### src/rtl/adc_frame_align.sv
// Frame-clock alignment controller: pulses bitslip until the deserialised frame word equals
// FRM_PATTERN, then holds lock. Define FRM_ALIGN_MONITOR_EN to build the post-lock loss monitor.
module adc_frame_align #(
  parameter int                   FRM_WIDTH     = 14,
  parameter logic [FRM_WIDTH-1:0] FRM_PATTERN   = 14'b11111110000000,
  parameter int                   SETTLE_CYCLES = 4,
  parameter int                   MATCH_COUNT   = 8,
  parameter int                   MAX_SLIPS     = 13,
  parameter int                   LOSS_COUNT    = 4
) (
  input  logic                 FrmClkDiv,
  input  logic                 FrmRstN,
  input  logic                 FrmStart,
  input  logic [FRM_WIDTH-1:0] FrmData,
  output logic                 FrmBitslip,
  output logic                 FrmAlignDone,
  output logic                 FrmAlignErr,
  output logic [3:0]           FrmSlipCnt,
  output logic                 FrmLockLost
);

  localparam int SW = $clog2(SETTLE_CYCLES + 1);
  localparam int MW = $clog2(MATCH_COUNT + 1);
  localparam logic [SW-1:0] SETTLE_LOAD = SW'(SETTLE_CYCLES);
  localparam logic [MW-1:0] MATCH_LAST  = MW'(MATCH_COUNT - 1);
  localparam logic [3:0]    SLIP_LIMIT  = 4'(MAX_SLIPS);

  typedef enum logic [2:0] {S_SETTLE, S_CHECK, S_SLIP, S_LOCKED, S_FAIL} state_t;

  state_t        state_q, state_d;
  logic [SW-1:0] settle_q, settle_d;
  logic [MW-1:0] match_q, match_d;
  logic [3:0]    slip_q, slip_d;
  logic          bitslip_q, bitslip_d;
  logic          done_q, done_d;
  logic          err_q, err_d;
  logic          frm_match;

  assign frm_match = (FrmData == FRM_PATTERN);

`ifdef FRM_ALIGN_MONITOR_EN
  localparam int LW = $clog2(LOSS_COUNT + 1);
  localparam logic [LW-1:0] LOSS_LAST = LW'(LOSS_COUNT - 1);
  logic [LW-1:0] loss_q, loss_d;
  logic          lost_q, lost_d;
`endif

  always_ff @(posedge FrmClkDiv or negedge FrmRstN) begin
    if (!FrmRstN) begin
      state_q   <= S_SETTLE;
      settle_q  <= SETTLE_LOAD;
      match_q   <= '0;
      slip_q    <= '0;
      bitslip_q <= 1'b0;
      done_q    <= 1'b0;
      err_q     <= 1'b0;
    end else begin
      state_q   <= state_d;
      settle_q  <= settle_d;
      match_q   <= match_d;
      slip_q    <= slip_d;
      bitslip_q <= bitslip_d;
      done_q    <= done_d;
      err_q     <= err_d;
    end
  end

  // FrmStart overrides every transition, so a slip decided in the same cycle is dropped.
  always_comb begin
    state_d  = state_q;
    settle_d = settle_q;
    match_d  = match_q;
    slip_d   = slip_q;
`ifdef FRM_ALIGN_MONITOR_EN
    loss_d   = loss_q;
`endif
    if (FrmStart) begin
      state_d  = S_SETTLE;
      settle_d = SETTLE_LOAD;
      match_d  = '0;
      slip_d   = '0;
`ifdef FRM_ALIGN_MONITOR_EN
      loss_d   = '0;
`endif
    end else begin
      unique case (state_q)
        S_SETTLE: begin
          if (settle_q <= SW'(1)) state_d = S_CHECK;
          else                    settle_d = settle_q - SW'(1);
        end
        S_CHECK: begin
          if (frm_match) begin
            match_d = match_q + MW'(1);
            if (match_q == MATCH_LAST) state_d = S_LOCKED;
          end else begin
            match_d = '0;
            if (slip_q == SLIP_LIMIT) begin
              state_d = S_FAIL;
            end else begin
              state_d = S_SLIP;
              slip_d  = (slip_q == 4'hF) ? slip_q : slip_q + 4'd1;
            end
          end
        end
        S_SLIP: begin
          state_d  = S_SETTLE;
          settle_d = SETTLE_LOAD;
        end
        S_LOCKED: begin
`ifdef FRM_ALIGN_MONITOR_EN
          if (frm_match) begin
            loss_d = '0;
          end else if (loss_q == LOSS_LAST) begin
            state_d  = S_SETTLE;
            settle_d = SETTLE_LOAD;
            match_d  = '0;
            slip_d   = '0;
            loss_d   = '0;
          end else begin
            loss_d = loss_q + LW'(1);
          end
`endif
        end
        S_FAIL: begin
        end
        default: state_d = S_SETTLE;
      endcase
    end
  end

  // Outputs are registered copies of the state being entered.
  always_comb begin
    bitslip_d = (state_d == S_SLIP);
    done_d    = (state_d == S_LOCKED);
    err_d     = (state_d == S_FAIL);
  end

`ifdef FRM_ALIGN_MONITOR_EN
  assign lost_d = (state_q == S_LOCKED) && (state_d == S_SETTLE) && !FrmStart;

  always_ff @(posedge FrmClkDiv or negedge FrmRstN) begin
    if (!FrmRstN) begin
      loss_q <= '0;
      lost_q <= 1'b0;
    end else begin
      loss_q <= loss_d;
      lost_q <= lost_d;
    end
  end

  assign FrmLockLost = lost_q;
`else
  assign FrmLockLost = 1'b0;
`endif

  assign FrmBitslip   = bitslip_q;
  assign FrmAlignDone = done_q;
  assign FrmAlignErr  = err_q;
  assign FrmSlipCnt   = slip_q;

endmodule
### config.mk
export PLATFORM = sky130hd
export DESIGN_NAME = adc_frame_align
export DESIGN_NICKNAME = d
export VERILOG_FILES = /design/src/rtl/adc_frame_align.sv
export SDC_FILE = /design/constraint.sdc
export NUM_CORES = 1
export LEC_CHECK = 0
export CAP_MARGIN = 0
export CORE_MARGIN = 2
export CORE_UTILIZATION = 27
export DETAILED_ROUTE_END_ITERATION = 16
export HOLD_SLACK_MARGIN = 0.1
export PLACE_DENSITY = 0.5
export SLEW_MARGIN = 20
export SYNTH_ARGS = -nofsm -noshare
export SYNTH_HDL_FRONTEND = slang
export SYNTH_SLANG_ARGS = --single-unit
### constraint.sdc
create_clock -name FrmClkDiv -period 2.3 [get_ports FrmClkDiv]
set_input_delay 0.345 -clock FrmClkDiv [delete_from_list [all_inputs] [get_ports FrmClkDiv]]
set_output_delay 0.345 -clock FrmClkDiv [all_outputs]
set_load 0.01 [all_outputs]
==> changes_impl.md <==
## Implementation

* First-pass detailed-route iteration total at 4
* Die width at 65.0 um
* Drt total wl at 2.17 mm
* Final GP Congestion at 0.759
* Total Neg Setup Slack at 0 ns
* Vias in the first global route at 796
* Total track usage at 0.116
* Post-CTS sizing at 0
* Cells after Synth at 108
* Lkg Pwr at 0.562 nW
* Wire per inst at 12.0 um
* Fin nets at 155
* Antenna-violating nets left at 0
* Slowest stage cell on the critical path: or3b_1
* Root Buffer: clkbuf_8
* CP Max Fanout at 9
* Port Buffers at 23
* Layout fillers at 385
* Relative slew slack at 0.662
* Sw frac at 0.313
* Latency at later pin at 0.25 ns
* Synth Net Count at 130
* Area of the core at 3630 um2
* Seq pwr share at 0.425
* Largest net degree at the start of global routing at 18
* First DRT Iteration DRCs at 17
* R2R cell count at 3
* Hold Vio Cnt, Final at 0
* Syn Area/Cell at 9.31 um2
* Post-CTS Setup Repair Bufs at 0
* Clock slew seen by the registers of the worst setup and hold paths at 0.06 ns
* Setup Skew at 0.00368 ns
* Peak Freq at 0.545 GHz
* First-pass GRT wire length at 3.76 mm
* Synth Seq Share at 0.424
* TritonCTS buffer count at 3
* Slew Viols, Final at 0
* Worst slew pin tran at 0.502 ns
* Synthesis area per yosys at 1010 um2
* Starting Density at 0.277
* Gate power share at 0.333
* MaxCap Viol Count at 0
* IO Pins at 25
* CTS Hold Bufs at 0
* Max Root-Sink Buffers at 2
* Antenna violations before repair at 0
* Detailed-route vias per instance at 4.75
* Crit path DAT at 1.97 ns
* Net switching power at 282 uW
* Inserted Diodes at 0
* Internal power at 618 uW
* Grt total ovfl at 0
* Via Count at 855
* Crit-path cells: or3b_1, a311oi_2, mux2_2
* Inst Count DP at 176
* Clock Power Share at 0.242
* H-tree depth at 1
* Largest area contributor in the netlist: dfrtp_1
* Fraction of layout cells with a size suffix above 1 at 0.121
* Clock sink total at 17
* Startpoint Class: flop
* VDD IR max at 279 uV
* Status: completed
* Die area at 4230 um2
* CP Capture Type: flop
* # Cells Yosys at 108
* Critical Path Max Stage Delay at 0.52 ns
* Critical path class: reg -> reg
* Cycle use final at 0.798
* Fin crit period at 1.83 ns
* Num rows at 22
* Synthesized area at 1010 um2
* Post-synth regs at 17
* Die Y at 65.0 um
* Pwr Density at 674 nW/um2
* Synth area leaders: dfrtp_1, ha_1, nor2_1
* # setup viols final at 0
* Finished Layout Cells at 180
* # DRC at 0
* Synth cell types at 40
* Tool warnings at 28
* Area added between synthesis and finish at 32.7%
* Critical Path RT at 2.44 ns
* Synth warn at 0
* RSZ-0062 raised after global routing: false
* Dpl hpwl at 1.65 mm
* TritonCTS clock tree: built
* Min Hold Slack at 0.424 ns
* Top cell area share at 0.398
* Worst min path class: in -> async
==> Yosys cell counts (all sizes together) <==
library cell,count
and4b,1
nand3b,1
and2,1
dfrtp,16
a21oi,7
a31oi,3
dfstp,1
o21ai,1
o21bai,1
a211oi,3
or4,1
o22ai,1
a311oi,2
ha,5
nor3,2
inv,4
nor2,15
mux2i,2
nor3b,1
nand2,6
conb,1
or3,1
nor4,1
nand2b,2
buf,4
nand4,1
a21boi,1
nand3,8
clkbuf,3
nor2b,1
nor4b,1
mux2,2
and4,2
or3b,2
or2,2
a32o,1
nand4b,1
==> state kept, by name (all words and copies together), names as in the netlist <==
register and flops:
FrmAlignErr 1, match_q 4, FrmSlipCnt 4, FrmBitslip 1
state_q 3, settle_q 3, FrmAlignDone 1
==> cell families (layout without fill, tap and decap cells) <==
family | count (synthesis) | count (layout) | synth area share
adders and majority gates | 5 | 5 | 0.0622
and+or+nand+nor | 50 | 50 | 0.281
buffers and inverters | 11 | 35 | 0.0510
muxes | 4 | 4 | 0.0423
other | 1 | 1 | 0.00373
DFF | 17 | 17 | 0.424
AOI/OAI and AO/OA | 20 | 20 | 0.136
==> cell usage in the layout, fill, tap and decap left out, types with 4 or more instances in the layout <==
cell type / Yosys / routed
dfrtp_1: 16 / 16
ha_1: 5 / 5
clkdlybuf4s50_1: 0 / 23
nand2_1: 6 / 6
a21oi_1: 7 / 7
inv_1: 4 / 4
buf_4: 2 / 4
nand3_1: 8 / 8
nor2_1: 15 / 15
==> power by group through the flow <==
stage	registers [mW]	clock network [mW]	logic [mW]
3_3_place_gp	0.386	0	0.294
2_1_floorplan	0.377	0	0.220
6_report	0.382	0.218	0.299
5_1_grt	0.391	0.246	0.341
3_5_place_dp	0.387	0	0.301
4_1_cts	0.382	0.227	0.305
==> stage by stage <==
step | util | instance area [um2] | setup slack, ns | power [mW]
after floorplan | - | 1010 | 0.555 | 0.596
after global placement | 0.355 | 1290 | 0.245 | 0.680
after detailed placement | 0.355 | 1290 | 0.201 | 0.688
after CTS | 0.367 | 1340 | 0.437 | 0.913
after global routing | 0.367 | 1340 | 0.358 | 0.978
final | 0.367 | 1340 | 0.466 | 0.900
==> critical path: cells and delay by family, from the launching register on <==
kind | cells | cell delay, ns
AND/OR/NAND/NOR | 1 | 0.52
AND-OR/OR-AND | 1 | 0.36
flip-flops | 1 | 0.47
multiplexers | 1 | 0.37
==> area by class of cell <==
cell class              instances  area (um2)  share of cell area
multi-input cells              80         528               0.396
flip-flops and latches         17         427               0.320
repair buffers                 27         260               0.195
well taps                      48        60.1              0.0450
clock buffers                   4        45.0              0.0337
inverters                       4        15.0              0.0112
==> worst paths after layout <==
check	from	to	slack, ns
max	state_q[0]	FrmSlipCnt[1]	0.47
min reg2reg	match_q[1]	match_q[1]	0.55
min	FrmRstN	FrmSlipCnt[2]	0.42
max in group asynchronous	FrmRstN	settle_q[2]	1.62
min in group FrmClkDiv	match_q[1]	match_q[1]	0.55
max reg2reg	state_q[0]	FrmSlipCnt[1]	0.47
==> routing by layer <==
layer	wire (um)	GRT usage
met1	1020	0.148
met2	1060	0.197
met3	61	0.0226
met4	27	0.0391
met5	0	0
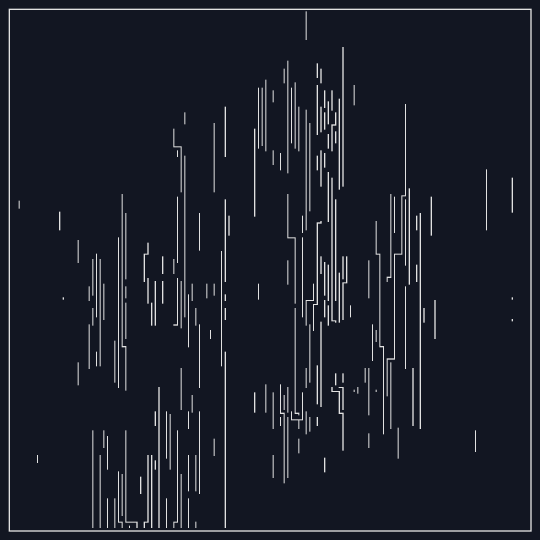
**Above:** metal 2.
Drawn at 8 px/um.
main direction	vertical
longest straight run	26.9 um

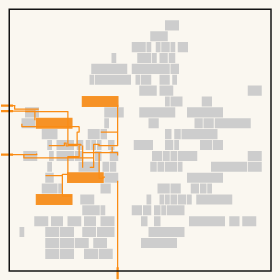
**Above:** wires at chosen ports, followed through buffers.
Drawn at 4 px/um.
port	colour	bits	direction	end cells	buffers	wire
`FrmSlipCnt`	orange	4	output	4	4	188 um

Power and IR drop assume default switching activity.
